===== src/rtl/uart_cmd_parser_pkg.sv =====
// Shared types and constants for the UART command framer.
// Frame layout is SYNC, OP, ARG, CHK with CHK = OP ^ ARG.
package uart_cmd_parser_pkg;

  typedef enum logic [1:0] {
    HUNT    = 2'd0,
    GET_OP  = 2'd1,
    GET_ARG = 2'd2,
    GET_CHK = 2'd3
  } state_t;

  localparam logic [7:0] SYNC_DEF  = 8'hA5;
  localparam int         FRAME_LEN = 4;

  function automatic logic [7:0] cmd_chk(
    input logic [7:0] op,
    input logic [7:0] arg
  );
    return op ^ arg;
  endfunction

endpackage


===== src/rtl/uart_cmd_parser_fifo.sv =====
// Synchronous command FIFO with registered head outputs.
// A push into a full FIFO succeeds only alongside a pop.
module cmd_fifo #(
  parameter int DEPTH = 4
) (
  input  logic        clk,
  input  logic        rst_n,
  input  logic        push,
  input  logic [15:0] din,
  input  logic        pop,
  output logic        full,
  output logic        valid,
  output logic [15:0] head
);

  localparam int AW = $clog2(DEPTH);
  localparam logic [AW:0] FULL_CNT = (AW+1)'(DEPTH);

  logic [15:0]   mem [DEPTH];
  logic [AW-1:0] rd_ptr;
  logic [AW-1:0] wr_ptr;
  logic [AW:0]   count;
  logic [AW:0]   count_d;
  logic [15:0]   head_d;
  logic          do_pop;
  logic          do_push;

  assign full    = (count == FULL_CNT);
  assign do_pop  = pop && (count != '0);
  assign do_push = push && (!full || do_pop);

  always_comb begin
    count_d = count;
    unique case ({do_push, do_pop})
      2'b10:   count_d = count + 1'b1;
      2'b01:   count_d = count - 1'b1;
      default: count_d = count;
    endcase
  end

  // Next head: the following entry on pop, or the incoming word if it lands at the head.
  always_comb begin
    head_d = head;
    if (do_pop) begin
      if (count > (AW+1)'(1))
        head_d = mem[rd_ptr + 1'b1];
      else if (do_push)
        head_d = din;
    end else if (count == '0 && do_push) begin
      head_d = din;
    end
  end

  always_ff @(posedge clk) begin
    if (do_push)
      mem[wr_ptr] <= din;
  end

  always_ff @(posedge clk) begin
    if (!rst_n) begin
      rd_ptr <= '0;
      wr_ptr <= '0;
      count  <= '0;
      valid  <= 1'b0;
      head   <= '0;
    end else begin
      if (do_pop)
        rd_ptr <= rd_ptr + 1'b1;
      if (do_push)
        wr_ptr <= wr_ptr + 1'b1;
      count <= count_d;
      valid <= (count_d != '0);
      head  <= head_d;
    end
  end

endmodule


===== src/rtl/uart_cmd_parser.sv =====
// Frames UART bytes into 4-byte commands, validates them
// and queues good ones; bad, stalled or dropped frames are counted.
module uart_cmd_parser
  import uart_cmd_parser_pkg::*;
#(
  parameter logic [7:0] SYNC_BYTE   = SYNC_DEF,
  parameter int         TIMEOUT_CYC = 1_000_000,
  parameter int         TMR_W       = 20,
  parameter int         FIFO_DEPTH  = 4
) (
  input  logic       clk,
  input  logic       rst_n,
  input  logic [7:0] rx_data,
  input  logic       rx_ready,
  output logic       cmd_valid,
  output logic [7:0] cmd_op,
  output logic [7:0] cmd_arg,
  input  logic       cmd_ready,
  output logic       frame_err,
  output logic       overflow,
  output logic [7:0] err_count
);

  state_t           state;
  state_t           state_d;
  logic [TMR_W-1:0] timer;
  logic [7:0]       op_q;
  logic [7:0]       arg_q;
  logic             tmo;
  logic             chk_ok;
  logic             push_d;
  logic             err_d;
  logic             push_q;
  logic [15:0]      push_data;
  logic             fifo_full;
  logic             pop;
  logic             ovf_d;
  logic [15:0]      head;

  // A byte in the timeout cycle wins over the timeout.
  assign tmo = (state != HUNT) && !rx_ready
            && (timer == TMR_W'(TIMEOUT_CYC - 1));
  assign chk_ok = (rx_data == cmd_chk(op_q, arg_q));
  assign pop    = cmd_ready && cmd_valid;
  assign ovf_d  = push_q && fifo_full && !pop;

  always_ff @(posedge clk) begin
    if (!rst_n)
      state <= HUNT;
    else
      state <= state_d;
  end

  always_comb begin
    state_d = state;
    if (tmo) begin
      state_d = HUNT;
    end else if (rx_ready) begin
      unique case (state)
        HUNT:    if (rx_data == SYNC_BYTE) state_d = GET_OP;
        GET_OP:  state_d = GET_ARG;
        GET_ARG: state_d = GET_CHK;
        GET_CHK: state_d = HUNT;
        default: state_d = HUNT;
      endcase
    end
  end

  always_comb begin
    push_d = 1'b0;
    err_d  = tmo;
    if (rx_ready && state == GET_CHK) begin
      push_d = chk_ok;
      err_d  = !chk_ok;
    end
  end

  always_ff @(posedge clk) begin
    if (!rst_n) begin
      timer     <= '0;
      op_q      <= '0;
      arg_q     <= '0;
      push_q    <= 1'b0;
      push_data <= '0;
      frame_err <= 1'b0;
      overflow  <= 1'b0;
      err_count <= '0;
    end else begin
      if (rx_ready || state == HUNT || tmo)
        timer <= '0;
      else
        timer <= timer + 1'b1;
      if (rx_ready && state == GET_OP)
        op_q <= rx_data;
      if (rx_ready && state == GET_ARG)
        arg_q <= rx_data;
      push_q    <= push_d;
      push_data <= {op_q, arg_q};
      frame_err <= err_d;
      overflow  <= ovf_d;
      if ((err_d || ovf_d) && err_count != 8'hFF)
        err_count <= err_count + 1'b1;
    end
  end

  cmd_fifo #(
    .DEPTH(FIFO_DEPTH)
  ) u_fifo (
    .clk  (clk),
    .rst_n(rst_n),
    .push (push_q),
    .din  (push_data),
    .pop  (cmd_ready),
    .full (fifo_full),
    .valid(cmd_valid),
    .head (head)
  );

  assign cmd_op  = head[15:8];
  assign cmd_arg = head[7:0];

endmodule


===== config.mk =====
export PLATFORM = sky130hd
export DESIGN_NAME = uart_cmd_parser
export DESIGN_NICKNAME = d
export VERILOG_FILES = /design/src/rtl/uart_cmd_parser_pkg.sv /design/src/rtl/uart_cmd_parser_fifo.sv /design/src/rtl/uart_cmd_parser.sv
export SDC_FILE = /design/constraint.sdc
export NUM_CORES = 1
export LEC_CHECK = 0
export ABC_AREA = 1
export CORE_UTILIZATION = 53
export DETAILED_ROUTE_END_ITERATION = 10
export GPL_ROUTABILITY_DRIVEN = 1
export GPL_TIMING_DRIVEN = 0
export PLACE_DENSITY = 0.76
export SKIP_CTS_REPAIR_TIMING = 1
export SYNTH_ARGS = -nofsm -noshare
export SYNTH_HDL_FRONTEND = slang
export SYNTH_SLANG_ARGS = --single-unit

===== constraint.sdc =====
create_clock -name clk -period 2.4 [get_ports clk]
set_clock_uncertainty 0.05 [all_clocks]
set_input_delay 0.48 -clock clk [delete_from_list [all_inputs] [get_ports clk]]
set_output_delay 0.48 -clock clk [all_outputs]
set_load 0.01 [all_outputs]

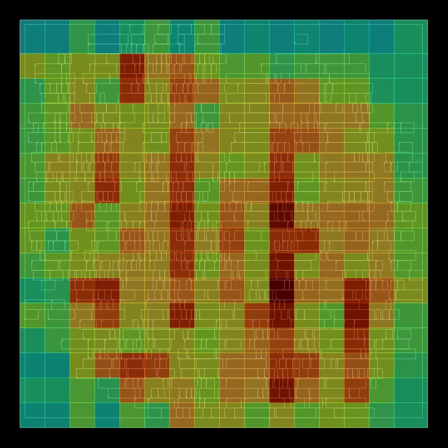
Figure 1: run 1, track usage over the die.
DR WL/cell: 15.2 um
Util after Layout: 64.7%

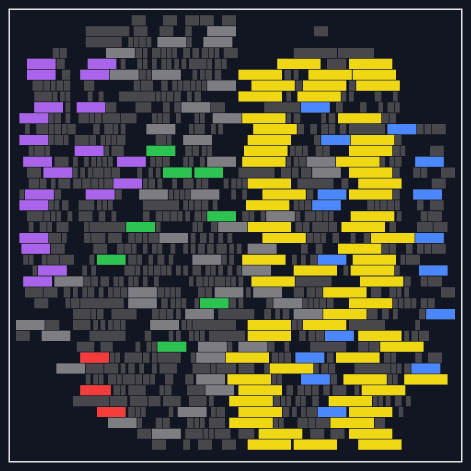
Figure 2: run 1, register map, names as in the netlist.
Drawn at 4 px/um. Other sequential cells in the stronger grey, the rest of the logic in the fainter grey.
red -> u_fifo.count  # flops 3
yellow -> u_fifo.mem  # flops 64
blue -> u_fifo.head  # flops 16
purple -> timer  # flops 20
green -> arg_q  # flops 8

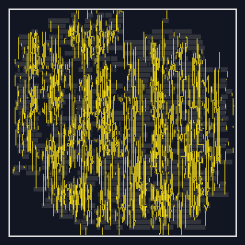
Figure 3: run 1, metal 2.
Drawn at 2 px/um. Cells faint in the background.
nets with wire on the layer = 644
wire length on this layer = 7,350 um
main direction = vertical
longest straight run = 47.9 um
Total Wirelength: 14,200 um
DR vias: 5,071

run 1: state kept, by name (all words and copies together) (netlist names):
register,count
overflow,1
u_fifo.wr_ptr,2
u_fifo.head,16
op_q,8
timer,20
u_fifo.count,3
err_count,8
u_fifo.valid,1
arg_q,8
state,2
frame_err,1
push_q,1
u_fifo.rd_ptr,2
u_fifo.mem,64
push_data,16
run 1: report_power, final:
| part | switching (mW) | total (mW) | internal, mW |
|---|---|---|---|
| Clock | 1.02 | 2.82 | 1.79 |
| Sequential | 0.000948 | 2.69 | 2.69 |
| Combinational | 0.0566 | 0.0890 | 0.0325 |
| Total | 1.08 | 5.60 | 4.52 |
run 1: worst paths after layout:
kind	from	slack, ns	end
max	u_fifo.count[0]	0.22	u_fifo.valid
min	arg_q[0]	0.40	push_data[0]
max reg2reg	u_fifo.count[0]	0.22	u_fifo.valid
min reg2reg	arg_q[0]	0.40	push_data[0]
run 1: cell usage after synthesis, drive strengths merged (2+ instances only):
library cell  count
nand2           159
inv              91
dfxtp            89
o21ai            78
edfxtp           64
a21oi            58
nor2             55
nand3            33
ha               16
buf              13
nor3             11
clkbuf            8
a22oi             7
nand3b            7
nand4             4
xor2              4
clkinv            3
nor3b             3
nor4              2
o211ai            2
o21a              2
or2               2
xnor2             2
run 1: through the flow:
| step | utilization, % | hold WS (ns) | cell area (um^2) |
|---|---|---|---|
| final | 64.7 | 0.401 | 7730 |
| after detailed placement | 59.2 | 0.386 | 7080 |
| after floorplan | - | 0.370 | 6500 |
| after global placement | 59.0 | 0.386 | 7050 |
| after global routing | 64.7 | 0.418 | 7730 |
| after CTS | 64.4 | 0.399 | 7710 |
run 1: routing by layer:
metal / global-route usage, % / vias up
met5: 0 / -
met4: 10.8 / 0
met3: 4.50 / 26
met2: 42.2 / 151
met1: 28.8 / 2397
li1: - / 2497
==> results.tsv, run 1 <==
stage	metric	value	unit
final_layout	final-nonclk-buf-share	6.36	%
final_layout	seq-cell-share	47.9	%
timing	setup_viol	0	
cts	htree_num_levels	4	
cts	cts_buffer_depth	2	
timing	fmax	459	MHz
global_route	grt_pass1_wl	23500	um
final_layout	diodes	0	
logic_synthesis	ys_sh_mux	0.154	%
timing	setup_ws	0.223	ns
routing	avgViaCountPerCell	5.41	
critical_path	critPathKind	reg -> reg	
final_layout	num-nonclk-inverters	94	
power_and_ir_drop	ir_worst_vdd	0.575	mV
outcome	status	completed	
logic_synthesis	yosysUniqueCellTypes	43	
power_and_ir_drop	powerDensity	724	nW/um^2
routing	drc_errors	0	
place	hpwlAfterDp	9730	um
logic_synthesis	yosys-top-cells-area	edfxtp_1 (30%), dfxtp_1 (27%), nand2_1 (8.8%)	
timing	finalCritPeriodShare	90.7	%
logic_synthesis	simple_gate_share	19.6	%
critical_path	path_depth	11	
final_layout	syn_to_final_growth	19.0	%
run	warnings	36	
routing	wirelength_met1	5800	um
place	place_ws	-0.447	ns
logic_synthesis	ys_sh_aoi	12.2	%
final_layout	fin_nets	805	
logic_synthesis	async_flop_share	0	%
critical_path	cp_cell_sequence	inv_1, ha_1, nand2_1, inv_1, a21oi_4, inv_2, ha_1, a21oi_1, o21ai_0, o21ai_0, a31oi_1	
critical_path	ff2ff_path_depth	11	
logic_synthesis	syn_area_per_cell	9.03	um^2
critical_path	slowest_delay	0.37	ns
final_layout	lay_top_count	nand2_1	
die	coreArea	12000	um^2
logic_synthesis	logic_family	simple AND/OR/NAND/NOR gates	
critical_path	arrival	2.42	ns
logic_synthesis	yosys_cells	720	
die	die_w	113	um
final_layout	stdcell_count	937	
logic_synthesis	ys_seq_share	57.0	%
final_layout	logic_gates	452	
global_route	grt_max_degree	17	
final_layout	combGateArea	2360	um^2
Figure 4. Gate-type map (run 1).
Drawn at 4 px/um.
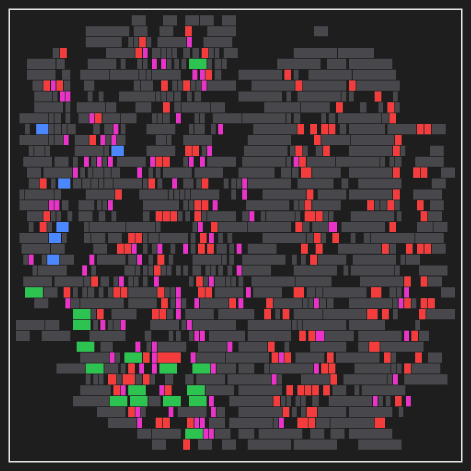

==> run 1 -> run 2 <==
- SYNTH_HIERARCHICAL: default -> 1
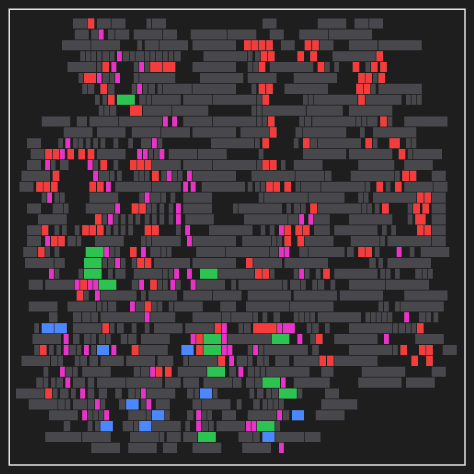
Figure 5: run 2, gate-type map.
Drawn at 4 px/um.
green -> fa/ha/maj cells  # cells 14, most used ha_1
magenta -> inv cells  # cells 87, most used inv_1
blue -> xor and xnor cells  # cells 11, most used xor2_1
red -> aoi and oai cells  # cells 125, most used a21oi_1, where all over the die

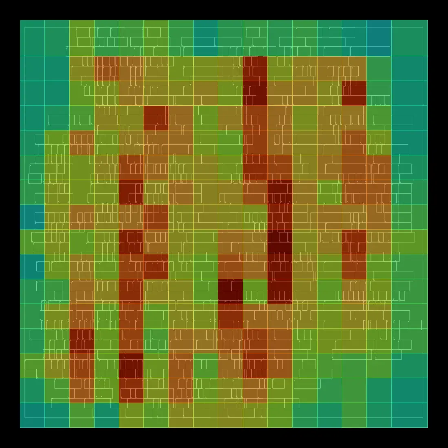
Figure 6: run 2, track usage over the die.
GRT Total Usage: 23.4%
Most Crowded Layer GR: met2
DR WL/cell: 14.1 um
met3 Use GR: 4.84%

==> results.tsv, run 2 <==
stage	metric	value	unit	change
power_and_ir_drop	powerDensity	864	nW/um^2	+19%
timing	setup_ws	-0.0122	ns	-0.235 ns
outcome	violations	setup timing		
logic_synthesis	async_flop_share	0	%	unchanged
logic_synthesis	yosys_cells	749		+4.0%
logic_synthesis	syn_area_per_cell	8.81	um^2	-2.5%
die	coreArea	12100	um^2	+0.84%
die	fp_util	54.7	%	
final_layout	top_register	u_fifo/mem		
place	place_ws	-0.352	ns	+0.0957 ns
outcome	status	finished, violations left		
logic_synthesis	top_cells_by_count	nand2_1 (208), dfxtp_1 (89), inv_1 (78)		
routing	drt-total-wl	14000	um	-1.9%
logic_synthesis	yosys-top-cells-area	edfxtp_1 (29%), dfxtp_1 (27%), nand2_1 (12%)		
timing	max-slew-margin-rel	34.7	%	
final_layout	reg_top3	u_fifo/mem x64, timer x20		
global_route	grt_pass1_wl	23200	um	-1.1%
power_and_ir_drop	p_comb	1.14	mW	+1200%
die	die_w	114	um	+0.71%
timing	setup_viol	16		+16
logic_synthesis	ys_seq_share	56.2	%	-0.82 points
cts	cts_tree	built		
power_and_ir_drop	clkPwrFrac	41.0	%	-9.3 points
timing	finalCritPeriodShare	101	%	+9.8 points
final_layout	syn_to_final_growth	18.8	%	
power_and_ir_drop	power_switching	1.78	mW	+65%
power_and_ir_drop	maxPowerGroup	registers		
power_and_ir_drop	p_clk	2.78	mW	-1%
routing	wirelength_met1	6010	um	+3.5%
power_and_ir_drop	combPwrFrac	16.8	%	+15 points
cts	htree_num_levels	4		unchanged
cts	cts_buffer_depth	2		unchanged
run	warnings	36		unchanged
power_and_ir_drop	p_int	4.99	mW	+11%
final_layout	stdcell_count	988		+5.4%
power_and_ir_drop	pwr-share-seq	42.1	%	-6.0 points
timing	layout_min_cycle_time	2.41	ns	
routing	vias	5114		+0.85%
final_layout	lay_top_count	nand2_1		
critical_path	arrival	2.41	ns	about the same
final_layout	fin_nets	833		+3.5%
routing	avgViaCountPerCell	5.18		-4.4%
power_and_ir_drop	p_sw_share	26.3	%	+7.0 points
logic_synthesis	yosysUniqueCellTypes	39		-9.3%
final_layout	largest_register_ffs	64		unchanged
power_and_ir_drop	ir_worst_vdd	0.502	mV	-13%
==> run 2: cell types whose count changed in the layout (fill, tap and decap cells not counted), moves of 5 or more <==
cell	previous run	this run
a22oi_1	7	2
inv_1	84	78
nor3_1	8	17
o21ai_1	0	11
nand2_1	153	208
nor2_4	7	2
o21ai_0	78	50
==> run 2: logic make-up after synthesis <==
family,after synthesis,share of synthesized area (%)
XOR/XNOR,11,1.46
AND-OR/OR-AND,125,9.96
buffers and inverters,110,7.17
adder cells (fa/ha/maj),14,2.66
AND/OR/NAND/NOR,336,22.6
flip-flops,153,56.2
==> run 2: final timing paths <==
kind / to / slack (ns) / start / cells after the start
setup / recovery: u_fifo/mem[0][12] / -0.01 / u_fifo/count[0] / 5
hold / removal: timer[0] / 0.40 / timer[0] / 1
setup reg to reg: u_fifo/mem[0][12] / -0.01 / u_fifo/count[0] / 5
hold reg to reg: timer[0] / 0.40 / timer[0] / 1
==> run 2: stage by stage <==
stage | hold slack, ns | instance area [um^2]
CTS | 0.404 | 7830
finish | 0.399 | 7830
detailed placement | 0.396 | 7210
global route | 0.426 | 7830
global placement | 0.376 | 7190
floorplan | 0.368 | 6600
==> run 2: per-layer routing <==
| metal | track usage [%] | vias up |
|---|---|---|
| li1 | - | 2567 |
| met1 | 28.3 | 2393 |
| met2 | 40.0 | 123 |
| met3 | 4.84 | 31 |
| met4 | 11.3 | 0 |
| met5 | 0 | - |
==> run 2: layout make-up <==
class,instances,area (um^2),area share [%]
sequential,153,3700,47.3
multi-input combinational,486,2430,31.0
clock buffer,20,447,5.70
timing repair buffer,39,395,5.05
inverter,87,332,4.23
tap,168,210,2.68
clock inverter,12,174,2.22
buffer,23,141,1.80
No activity file was given, so power comes from the tool's default toggle rates.
